## src/rtl/accumulator_bank.sv

```systemverilog
// Accumulator and carry register with rotate/complement ops, a LIFO save stack
// for interrupt context and gated bus drive. Optional feature macro: ACC_PARITY_EN.
module accumulator_bank #(
  parameter  int WIDTH = 8,
  parameter  int DEPTH = 4,
  localparam int CNT_W = $clog2(DEPTH + 1)
) (
  input  logic             clk,
  input  logic             rst,
  input  logic             op_valid,
  input  logic [2:0]       op,
  input  logic [WIDTH-1:0] alu_in,
  input  logic             alu_cy_in,
  input  logic [WIDTH-1:0] bus_in,
  input  logic             rd_en,
  input  logic             push,
  input  logic             pop,
  output logic [WIDTH-1:0] acc,
  output logic             cy,
  output logic             zero,
  output logic             parity,
  output logic [WIDTH-1:0] bus_out,
  output logic             bus_drive,
  output logic [CNT_W-1:0] depth_cnt,
  output logic             full,
  output logic             empty,
  output logic             ovf_err,
  output logic             unf_err
);

  // Stack storage is sized to the full index range so depth_cnt can address it directly.
  localparam int SLOTS = 1 << CNT_W;

  localparam logic [2:0] OP_NOP      = 3'd0;
  localparam logic [2:0] OP_LOAD_ALU = 3'd1;
  localparam logic [2:0] OP_LOAD_BUS = 3'd2;
  localparam logic [2:0] OP_RLC      = 3'd3;
  localparam logic [2:0] OP_RRC      = 3'd4;
  localparam logic [2:0] OP_RAL      = 3'd5;
  localparam logic [2:0] OP_RAR      = 3'd6;
  localparam logic [2:0] OP_CMA      = 3'd7;

  localparam logic [CNT_W-1:0] CNT_MAX  = CNT_W'(DEPTH);
  localparam logic [CNT_W-1:0] CNT_ONE  = CNT_W'(1);
  localparam logic [CNT_W-1:0] CNT_ZERO = {CNT_W{1'b0}};

  logic [WIDTH-1:0] acc_r;
  logic [WIDTH-1:0] acc_op_s;
  logic [WIDTH-1:0] acc_nxt_s;
  logic             cy_r;
  logic             cy_op_s;
  logic             cy_nxt_s;
  logic [CNT_W-1:0] depth_r;
  logic [CNT_W-1:0] depth_nxt_s;
  logic [CNT_W-1:0] top_idx_s;
  logic [CNT_W-1:0] stack_wa_s;
  logic [WIDTH:0]   top_s;
  logic [WIDTH:0]   stack_r [SLOTS];
  logic             ovf_r;
  logic             unf_r;
  logic             ovf_nxt_s;
  logic             unf_nxt_s;
  logic             full_s;
  logic             empty_s;
  logic             exchange_s;
  logic             pop_s;
  logic             push_s;
  logic             op_exec_s;
  logic             stack_we_s;

  // Result of the requested datapath op computed from the registered acc/cy.
  always_comb begin
    acc_op_s = acc_r;
    cy_op_s  = cy_r;
    case (op)
      OP_NOP: begin
        acc_op_s = acc_r;
        cy_op_s  = cy_r;
      end
      OP_LOAD_ALU: begin
        acc_op_s = alu_in;
        cy_op_s  = alu_cy_in;
      end
      OP_LOAD_BUS: begin
        acc_op_s = bus_in;
      end
      OP_RLC: begin
        acc_op_s = {acc_r[WIDTH-2:0], acc_r[WIDTH-1]};
        cy_op_s  = acc_r[WIDTH-1];
      end
      OP_RRC: begin
        acc_op_s = {acc_r[0], acc_r[WIDTH-1:1]};
        cy_op_s  = acc_r[0];
      end
      OP_RAL: begin
        acc_op_s = {acc_r[WIDTH-2:0], cy_r};
        cy_op_s  = acc_r[WIDTH-1];
      end
      OP_RAR: begin
        acc_op_s = {cy_r, acc_r[WIDTH-1:1]};
        cy_op_s  = acc_r[0];
      end
      OP_CMA: begin
        acc_op_s = ~acc_r;
      end
      default: begin
        acc_op_s = acc_r;
        cy_op_s  = cy_r;
      end
    endcase
  end

  // Stack control: push+pop on an empty stack degrades to a plain push, and
  // any effective pop (restore, exchange or rejected pop) discards the op.
  always_comb begin
    full_s     = (depth_r == CNT_MAX);
    empty_s    = (depth_r == CNT_ZERO);
    top_idx_s  = depth_r - CNT_ONE;
    top_s      = stack_r[top_idx_s];
    exchange_s = push & pop & ~empty_s;
    pop_s      = pop & ~push & ~empty_s;
    push_s     = push & (~pop | empty_s) & ~full_s;
    op_exec_s  = op_valid & (~pop | (push & empty_s));
    ovf_nxt_s  = push & (~pop | empty_s) & full_s;
    unf_nxt_s  = pop & ~push & empty_s;
  end

  // Next-state selection for acc/cy, stack pointer and stack write port.
  always_comb begin
    acc_nxt_s   = acc_r;
    cy_nxt_s    = cy_r;
    depth_nxt_s = depth_r;
    stack_we_s  = push_s | exchange_s;
    stack_wa_s  = top_idx_s;

    if (exchange_s || pop_s) begin
      {cy_nxt_s, acc_nxt_s} = top_s;
    end else if (op_exec_s) begin
      acc_nxt_s = acc_op_s;
      cy_nxt_s  = cy_op_s;
    end else begin
      acc_nxt_s = acc_r;
      cy_nxt_s  = cy_r;
    end

    if (push_s) begin
      depth_nxt_s = depth_r + CNT_ONE;
      stack_wa_s  = depth_r;
    end else if (pop_s) begin
      depth_nxt_s = depth_r - CNT_ONE;
      stack_wa_s  = top_idx_s;
    end else begin
      depth_nxt_s = depth_r;
      stack_wa_s  = top_idx_s;
    end
  end

  // Architectural state and error pulses; reset wins over every other input.
  always_ff @(posedge clk) begin
    if (rst) begin
      acc_r   <= {WIDTH{1'b0}};
      cy_r    <= 1'b0;
      depth_r <= CNT_ZERO;
      ovf_r   <= 1'b0;
      unf_r   <= 1'b0;
    end else begin
      acc_r   <= acc_nxt_s;
      cy_r    <= cy_nxt_s;
      depth_r <= depth_nxt_s;
      ovf_r   <= ovf_nxt_s;
      unf_r   <= unf_nxt_s;
    end
  end

  // Stack storage; contents are meaningless after reset so it carries no reset.
  always_ff @(posedge clk) begin
    if (stack_we_s && !rst) begin
      stack_r[stack_wa_s] <= {cy_r, acc_r};
    end
  end

`ifdef ACC_PARITY_EN
  function automatic logic even_parity(input logic [WIDTH-1:0] value);
    return ~^value;
  endfunction

  assign parity = even_parity(acc_r);
`else
  assign parity = 1'b0;
`endif

  assign acc       = acc_r;
  assign cy        = cy_r;
  assign zero      = (acc_r == {WIDTH{1'b0}});
  assign bus_out   = rd_en ? acc_r : {WIDTH{1'b0}};
  assign bus_drive = rd_en;
  assign depth_cnt = depth_r;
  assign full      = (depth_r == CNT_MAX);
  assign empty     = (depth_r == CNT_ZERO);
  assign ovf_err   = ovf_r;
  assign unf_err   = unf_r;

endmodule

```

## config.mk

```make
export PLATFORM = sky130hd
export DESIGN_NAME = accumulator_bank
export DESIGN_NICKNAME = d
export VERILOG_FILES = /design/src/rtl/accumulator_bank.sv
export SDC_FILE = /design/constraint.sdc
export NUM_CORES = 1
export LEC_CHECK = 0
export ABC_AREA = 1
export CAP_MARGIN = 20
export CORE_UTILIZATION = 45
export DETAILED_ROUTE_END_ITERATION = 8
export PLACE_DENSITY_LB_ADDON = 0.25
export SETUP_SLACK_MARGIN = 0.1
export SYNTH_ARGS = -nofsm -noshare
export SYNTH_HDL_FRONTEND = slang
export SYNTH_SLANG_ARGS = --single-unit
```

## constraint.sdc

```tcl
create_clock -name clk -period 3.45 [get_ports clk]
set_input_delay 0.69 -clock clk [delete_from_list [all_inputs] [get_ports clk]]
set_output_delay 0.69 -clock clk [all_outputs]
set_load 0.03 [all_outputs]
```

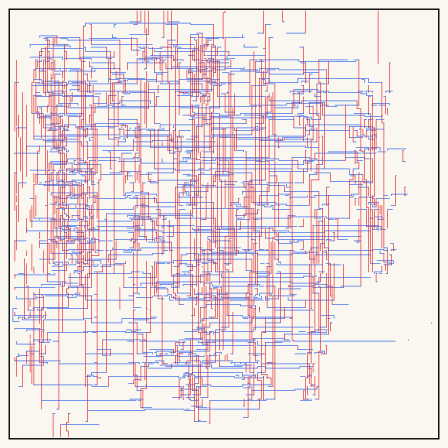
Figure 1: wiring by layer.
Only two layers are drawn.
legend:
  metal 1:
    color: blue
    wire_length: 4840 um
  metal 2:
    color: red
    wire_length: 5020 um
Avg WL per Cell: 14.40 um
overall global routing resource usage: 21.81%

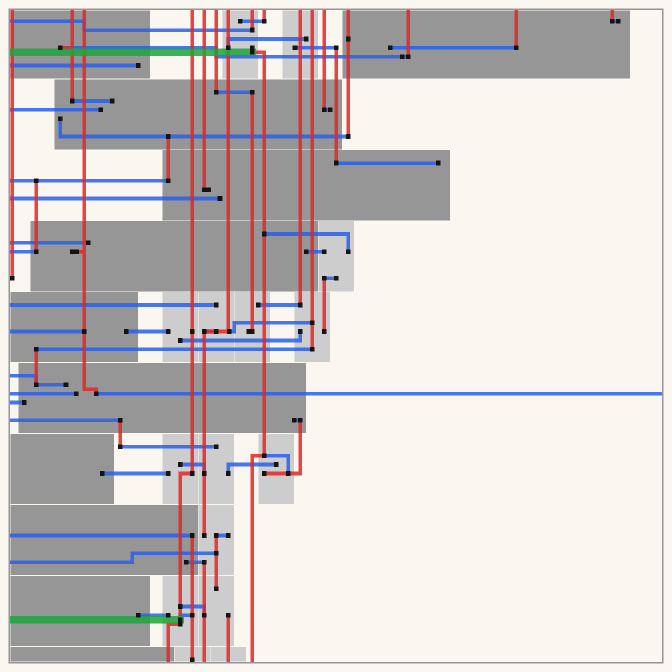
Figure 2: layout detail.
Region (65, 13) to (90, 38) um. Cells in gray, sequential cells in the stronger gray; small squares are vias.
legend:
  metal 3:
    color: green
  metal 2:
    color: red
  metal 1:
    color: blue
netlist names of flops here include: stack_r (6)
most frequent: nand2_1 (11), edfxtp_1 (6), inv_1 (2)
cells with their middle in the window: 19
sequential cells in the window: 6

==> job_summary.md <==
### Metrics collected by this job

| Metric | Value |
|---|---|
| Post-CTS Resized | 0 |
| Sw frac | between 40 and 50% |
| Fin Setup TNS | 0 ns |
| Fmax achieved | between 0.3 and 0.4 GHz |
| Chip Area, Yosys | approximately 4600 um^2 |
| # Cells Yosys | around 550 |
| Top Consumer | combinational cells |
| Largest register FFs | between 70 and 80 |
| MI comb cells | around 330 |
| Rows | 36 |
| Delay-heaviest family, CP | buffers and inverters |
| Max incr delay on CP | ~0.67 ns |
| Met2 Resource Use GR | 35.64% |
| Worst Hold Path EP | depth_cnt[1]$_SDFFE_PP0P_ |
| Hold WC Path Type | flop to flop |
| Drt total wl | 10610 um |
| Maxcap violations | 0 |
| Worst path depth | 4 |
| Most used logic cell in the final layout | nand2_1 |
| Synth Area in Simple Gates | 27.66% |
| M1 WL | between 4000 and 5000 um |
| CTS Buf Count | 9 |
| CP startpoint | rd_en |
| Largest net degree at the start of global routing | 41 |
| Met1 usage | 29.06% |
| Reg power frac | 37.1% |
| Final worst slack | between 0.6 and 0.7 ns |
| Met2 Wirelength | ~5000 um |
| Rel. slew slack | between 50 and 60% |
| Nets | about 630 |
| First-pass GRT wire length | approximately 17000 um |
| Power per cell area | roughly 750 nW/um^2 |
| Placed Cells | 722 |
| Setup bufs post-CTS | 0 |
| Required @ worst endpoint | around 2.8 ns |
| CP cell instances | clkdlybuf4s50_1 -> nand2_1 -> inv_1 -> clkdlybuf4s50_1 |
| Area occupied by registers | ~2400 um^2 |
| Hold Buf Count CTS | 0 |
| Reg clk slew, reported paths | about 0.08 ns |
| Comb pwr share | approximately 44% |
| Reg2Reg Depth | 9 |
| Vias in the first global route | between 3000 and 4000 |
| Min Tclk post-route | 2.842 ns |
| Post-route DRC violation count | 0 |
| Adder-cell share of the synthesized area | 1.637% |
| Worst Setup End Kind | output pin |
| Clkbuf count | 10 |
| Grt total ovfl | 0 |
| Power Total | slightly above 4 mW |
| Hold Path Depth | 2 |
| Crit-path most repeated cell | clkdlybuf4s50_1 |
| Reg2reg end | stack_r[3][3]$_DFFE_PP_ |
| Synth Area per Inst | around 8.4 um^2 |
| Register share after synthesis | 53.25% |
| DIE AREA | ~11000 um^2 |
| Cell area leaders | edfxtp_1 47%, nand2_1 12%, nand3_1 9.5%, inv_1 8.3%, dfxtp_1 6.1% |
| Setup Skew | ~0.011 ns |
| Flops | 86 |
| R2r startpoint | depth_cnt[1]$_SDFFE_PP0P_ |
| Setup crit start kind | input pin |
| Top cells excl fill/tap | 152 x nand2_1, 101 x inv_1, 87 x nand3_1 |
| XORs/XNORs by Area | less than 1% |
| Tool Warnings | 30 |
| Initial antenna violation count | 0 |
| Top class by area | sequential cells |
| Grt peak-use layer | met2 |
| Pre-CTS WS | roughly 0.6 ns |
| Routed Antenna Nets | 0 |
| Async SR Flop Fraction | 0% |
| Worst-margin pin slew | 0.6943 ns |
| Combinational share of cell area | between 20% and 30% |
| Largest logic family | simple AND/OR/NAND/NOR gates |
| Flop share of the area | a little under half |
| # clock sinks | approximately 86 |
| DR iter-0 viols | between 200 and 250 |
| Met3 WL | 549 um |
| Synth top cell by count | nand2_1 |
| Final hold violation count | 0 |
| Clock-net power | around 760 uW |
| P_seq | 1.51 mW |
| Multiplexer share | 0% |
| Status | completed |
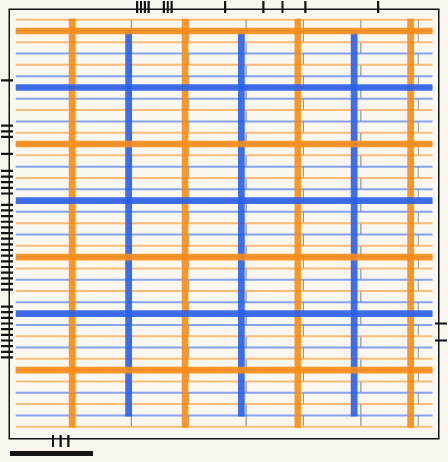
Figure 3: PDN straps and rails.
Bar = 20 um. Pins as bars on the die edge. Tap cells in gray.
legend:
  VDD:
    color: blue
  VSS:
    color: orange
met1 rails: 37
signal pins: 53
CORE AREA: 9819 um^2
die x size: 103.0 um

Power and IR drop assume default switching activity.
